[src/rtl/rr_arbiter_n.sv]
// ============================================================================
//  Module   : rr_arbiter_n
//  Summary  : N-way round-robin / fixed-priority arbiter with valid/ready
//             winner port and per-requester acknowledge pulse.
//  Revision : 1.0 - initial release
// ============================================================================
`default_nettype none

module rr_arbiter_n #(
  parameter int N    = 4,
  parameter int ID_W = (N > 1) ? $clog2(N) : 1,
  parameter int FL   = 2,
  parameter int BL   = 1,
  parameter int MODE = 0
) (
  input  logic            clk,
  input  logic            reset,
  input  logic [N-1:0]    req,
  output logic [N-1:0]    ack,
  output logic            out_valid,
  input  logic            out_ready,
  output logic [ID_W-1:0] out_id
);

  typedef enum logic [1:0] {
    S_IDLE  = 2'd0,
    S_DELAY = 2'd1,
    S_OFFER = 2'd2,
    S_GAP   = 2'd3
  } state_t;

  state_t            state_q, state_d;
  logic [3:0]        cnt_q, cnt_d;
  logic [ID_W-1:0]   ptr_q, ptr_d;
  logic [ID_W-1:0]   id_q, id_d;
  logic              valid_q, valid_d;
  logic [N-1:0]      ack_q, ack_d;

  logic [ID_W-1:0]   start;
  logic [ID_W-1:0]   any_win;
  logic [ID_W-1:0]   up_win;
  logic              up_found;
  logic [ID_W-1:0]   winner;
  logic              xfer;

  // Lowest set bit at or above start wins; otherwise wrap to lowest set bit.
  always_comb begin
    start    = (MODE == 1) ? '0 : ptr_q;
    any_win  = '0;
    up_win   = '0;
    up_found = 1'b0;
    for (int i = N - 1; i >= 0; i--) begin
      if (req[i]) begin
        any_win = ID_W'(i);
      end
      if (req[i] && (ID_W'(i) >= start)) begin
        up_win   = ID_W'(i);
        up_found = 1'b1;
      end
    end
    winner = up_found ? up_win : any_win;
  end

  assign xfer = (state_q == S_OFFER) && valid_q && out_ready;

  always_comb begin
    state_d = state_q;
    cnt_d   = cnt_q;
    ptr_d   = ptr_q;
    id_d    = id_q;
    valid_d = valid_q;
    ack_d   = '0;
    case (state_q)
      S_IDLE: begin
        if (|req) begin
          id_d = winner;
          if (FL == 0) begin
            state_d = S_OFFER;
          end else begin
            state_d = S_DELAY;
            cnt_d   = 4'(FL);
          end
        end
      end
      S_DELAY: begin
        cnt_d = cnt_q - 4'd1;
        if (cnt_q == 4'd1) begin
          state_d = S_OFFER;
        end
      end
      S_OFFER: begin
        // out_valid rises one cycle after entering OFFER
        valid_d = 1'b1;
        if (xfer) begin
          valid_d = 1'b0;
          for (int i = 0; i < N; i++) begin
            ack_d[i] = (ID_W'(i) == id_q);
          end
          if (MODE == 1) begin
            ptr_d = '0;
          end else if (id_q == ID_W'(N - 1)) begin
            ptr_d = '0;
          end else begin
            ptr_d = id_q + 1'b1;
          end
          if (BL == 0) begin
            state_d = S_IDLE;
          end else begin
            state_d = S_GAP;
            cnt_d   = 4'(BL);
          end
        end
      end
      S_GAP: begin
        cnt_d = cnt_q - 4'd1;
        if (cnt_q == 4'd1) begin
          state_d = S_IDLE;
        end
      end
      default: begin
        state_d = S_IDLE;
      end
    endcase
  end

  always_ff @(posedge clk) begin
    if (reset) begin
      state_q <= S_IDLE;
      cnt_q   <= '0;
      ptr_q   <= '0;
      id_q    <= '0;
      valid_q <= 1'b0;
      ack_q   <= '0;
    end else begin
      state_q <= state_d;
      cnt_q   <= cnt_d;
      ptr_q   <= ptr_d;
      id_q    <= id_d;
      valid_q <= valid_d;
      ack_q   <= ack_d;
    end
  end

  assign ack       = ack_q;
  assign out_valid = valid_q;
  assign out_id    = id_q;

endmodule

`default_nettype wire

[config.mk]
export PLATFORM = sky130hd
export DESIGN_NAME = rr_arbiter_n
export DESIGN_NICKNAME = d
export VERILOG_FILES = /design/src/rtl/rr_arbiter_n.sv
export SDC_FILE = /design/constraint.sdc
export NUM_CORES = 1
export LEC_CHECK = 0
export ABC_AREA = 1
export CAP_MARGIN = 20
export CELL_PAD_IN_SITES_DETAIL_PLACEMENT = 0
export CELL_PAD_IN_SITES_GLOBAL_PLACEMENT = 1
export CORE_UTILIZATION = 42
export CTS_BUF_LIST = sky130_fd_sc_hd__clkbuf_4
export DETAILED_ROUTE_END_ITERATION = 8
export PLACE_DENSITY = 0.83
export SLEW_MARGIN = 10
export SYNTH_ARGS = -nofsm -noshare
export SYNTH_HDL_FRONTEND = slang
export SYNTH_SLANG_ARGS = --single-unit
[constraint.sdc]
create_clock -name clk -period 2.2 [get_ports clk]
set_input_delay 0.44 -clock clk [delete_from_list [all_inputs] [get_ports clk]]
set_output_delay 0.44 -clock clk [all_outputs]
set_load 0.005 [all_outputs]
==> run_results.csv, run 1 <==
group,metric,value,unit
yosys,syn_area_per_cell,7.07,um^2
final_layout,combAreaFraction,45.9,%
run,tool_warnings,33,
global_routing,grt_pass1_vias,661,
status,status,"completed",
pwr,p_sw,0.482,mW
yosys,synth_cells,125,
detailed_routing,postRouteAntennaNets,0,
final_layout,layout_top_cell,"nand2_1",
hold_path,worstHoldStart,"ptr_q[1]",
yosys,ys.flops,15,
floorplan,chipArea,0.00229,mm^2
final_layout,seq_cell_count,15,
setup_path,ff2ff_path_depth,7,
yosys,ys_seq_share,34.0,%
setup_path,path_cells,"clkdlybuf4s50_1",
yosys,xor_share,0,%
final_layout,nonClockBufferCount,14,
setup_path,crit_path_start_kind,"flop",
yosys,simple_gate_share,36.1,%
yosys,adder_share,14.2,%
pwr,comb_power,0.550,mW
detailed_routing,viasPerCell,4.73,
final_layout,clkCellAreaFrac,2.54,%
final_layout,largest_class,"logic gates",
setup_path,cp.required,1.76,ns
floorplan,rows,16,
detailed_routing,wl_met2,763,um
placed_design,placed_area,0.00105,mm^2
placed_design,preCtsSetupSlack,0.468,ns
hold_path,holdPathEnd,"ptr_q[1]",
pwr,leakage,0.524,nW
clock_tree,path_clk_slew,0.10,ns
final_layout,num-clock-buffers,3,
yosys,synthesis.area,883,um^2
setup_path,slowest_delay,0.53,ns
[run 1: cell usage after synthesis]
library cell | count | area share [%]
nand2_1 | 27 | 11
inv_1 | 23 | 9.8
nor2_1 | 19 | 8.1
dfxtp_1 | 15 | 34
ha_1 | 10 | 14
nand3_1 | 8 | 4.5
a21oi_1 | 4 | 2.3
nand4_1 | 4 | 2.8
nand2_2 | 3 | 2.1
o21ai_0 | 3 | 1.7
nor3_1 | 2 | 1.1
and2_1 | 1 | 0.71
nand3_2 | 1 | 1.1
nand3_4 | 1 | 2.0
nand4_2 | 1 | 1.4
nor2_2 | 1 | 0.71
o21ai_2 | 1 | 0.99
o32ai_1 | 1 | 0.99
[run 1: stage by stage]
step	cells	util, %
global route	170	55.2
finish	170	55.2
detailed placement	166	53.8
CTS	170	55.2
floorplan	125	-
global placement	166	53.8
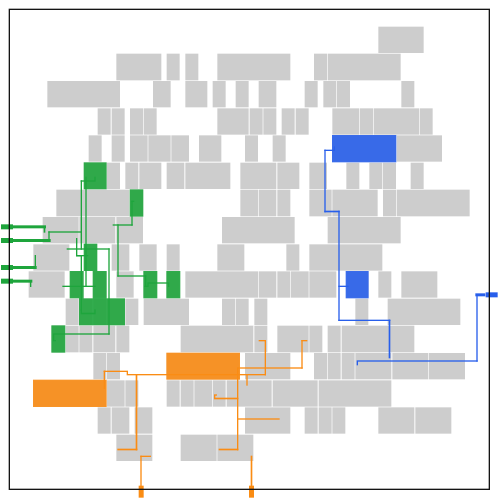
**Above:** run 1 (wires at chosen ports, followed through buffers).
Drawn at 10 px/um.
| colour | port | direction | edge | end cells | wire |
|---|---|---|---|---|---|
| green | `req` | input | west | 11 | 85.0 um |
| orange | `out_id` | output | south | 2 | 65.7 um |
| blue | `out_ready` | input | east | 2 | 49.0 um |
IO Port Bufs: 13
Ports: 14

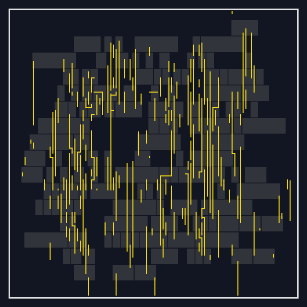
**Above:** run 1 (metal 2).
Drawn at 6 px/um.
wire length on this layer: 763 um
share of all routed wire: 43%
routed vias: 804
met2 global-route usage: 28.1%
Routed WL: 1.76 mm

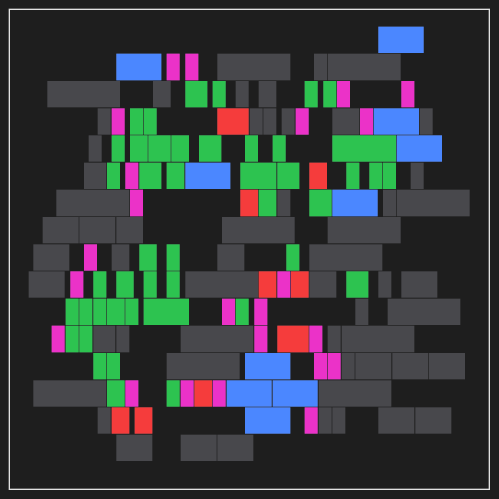
**Above:** run 1 (gate families picked out).
Drawn at 10 px/um.
| colour | family | cells |
|---|---|---|
| blue | adder and majority cells | 10 |
| magenta | inverters | 23 |
| green | NAND gates | 45 |
| red | inverting AOI/OAI gates | 9 |

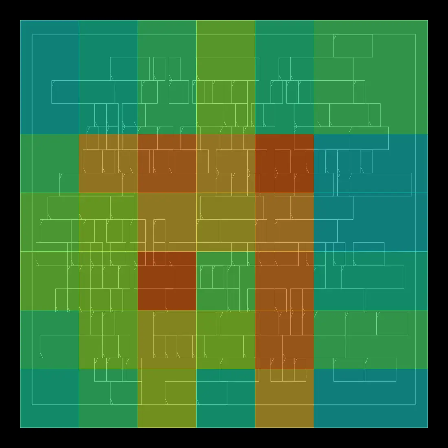
**Above:** run 1 (congestion heat map).
gr usage total: 18.1%
GRT met1 Usage: 23.5%
GRT Max-Usage Layer: met2
met3 Resource Use GR: 5.66%

**Run 1: sequential cells coloured by netlist name**

Drawn at 10 px/um. Other sequential cells in the stronger grey, the rest of the logic in the fainter grey.
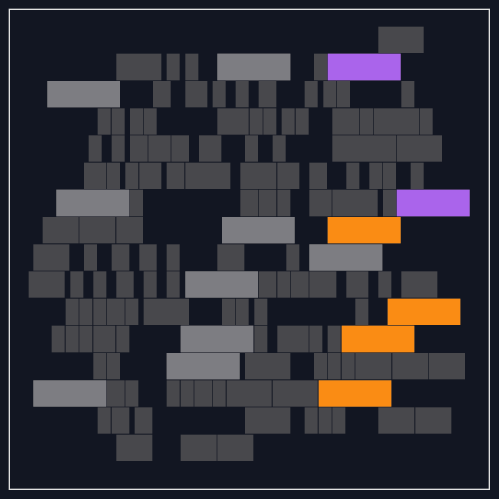

--- run 2 (diff from run 1) ---
--- a/config.mk
+++ b/config.mk
@@ -9,10 +9,10 @@
 export CAP_MARGIN = 20
 export CELL_PAD_IN_SITES_DETAIL_PLACEMENT = 0
 export CELL_PAD_IN_SITES_GLOBAL_PLACEMENT = 1
-export CORE_UTILIZATION = 42
+export CORE_UTILIZATION = 35
 export CTS_BUF_LIST = sky130_fd_sc_hd__clkbuf_4
 export DETAILED_ROUTE_END_ITERATION = 8
-export PLACE_DENSITY = 0.83
+export PLACE_DENSITY = 0.74
 export SLEW_MARGIN = 10
 export SYNTH_ARGS = -nofsm -noshare
 export SYNTH_HDL_FRONTEND = slang
==> constraint.sdc (replaced) <==
create_clock -name clk -period 1.5 [get_ports clk]
set_input_delay 0.3 -clock clk [delete_from_list [all_inputs] [get_ports clk]]
set_output_delay 0.3 -clock clk [all_outputs]
set_load 0.005 [all_outputs]
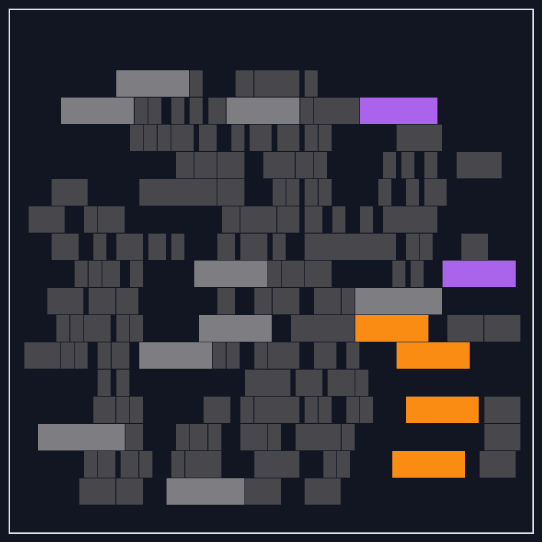
**Above:** run 2 (sequential cells coloured by netlist name).
Drawn at 10 px/um. Other sequential cells in the stronger grey, the rest of the logic in the fainter grey.
| colour | signal | sequential cells |
|---|---|---|
| purple | `state_q` | 2 |
| orange | `ack` | 4 |
not coloured: 9

==> run_results.csv, run 2 <==
group,metric,value,unit
hold_path,holdPathEnd,"ptr_q[1]",
setup_path,slowest_delay,0.49,ns
yosys,adder_share,14.2,%
yosys,syn_area_per_cell,7.07,um^2
yosys,yosysMostFrequentCell,"nand2_1",
detailed_routing,num_vias,827,
final_layout,finalNonFillerCells,183,
yosys,top_area_share,34.0,%
final_layout,nonClockBufferCount,26,
final_layout,num-clock-buffers,3,
yosys,synth_top_cell_by_area,"dfxtp_1",
detailed_routing,drtIter0Drc,14,
placed_design,placed_area,0.00112,mm^2
final_layout,clkCellAreaFrac,2.48,%
yosys,edf_count,0,
clock_tree,path_clk_slew,0.11,ns
pwr,comb_power,0.923,mW
yosys,synth_cells,125,
detailed_routing,routed_wl,1.76,mm
final_layout,seq_cell_count,15,
placed_design,dp.cells,176,
global_routing,grt_pass1_vias,767,
final_layout,layout_top_cell,"nand2_1",
final_layout,largest_class,"logic gates",
setup_path,crit_path_start_kind,"flop",
placed_design,port_buffers,13,
setup_path,cp.required,1.20,ns
yosys,synth-main-ff-cell,"dfxtp_1",
floorplan,chipArea,0.00273,mm^2
detailed_routing,viasPerCell,4.52,
yosys,yosys-top-cells-count,"27 x nand2_1, 23 x inv_1, 19 x nor2_1",
yosys,topCellsByArea,"dfxtp_1 34%, ha_1 14%, nand2_1 11%, inv_1 9.8%, nor2_1 8.1%",
yosys,synthesis.area,883,um^2
setup_path,path_cells,"clkdlybuf4s50_1",
placed_design,preCtsSetupSlack,-0.0532,ns
yosys,ys.flops,15,
status,status,"completed",
floorplan,io_pins,14,
detailed_routing,postRouteAntennaNets,0,
yosys,xor_share,0,%
pwr,p_sw,0.736,mW
## run 2: cell counts after synthesis
Identical to the previous run, type by type.
## run 2: timing repair
item,in CTS,in global routing
setup buffers,1,2
gates resized,5,7
pin swaps,0,0
endpoints found under the hold margin,0,0
endpoints found under the setup margin,4,8
## run 2: through the flow
step | util [%] | TNS [ns]
after detailed placement | 48.9 | -0.238
after CTS | 50.9 | 0
after floorplan | - | 0
after global routing | 52.8 | 0
after global placement | 48.9 | -0.135
final | 52.8 | 0
## run 2: routing by layer
metal,routed length [um],GRT usage [%]
met1,898,20.1
met2,767,25.4
met3,53,2.61
met4,39,7.89
met5,0,0
Power is estimated from default activity; no workload was simulated.
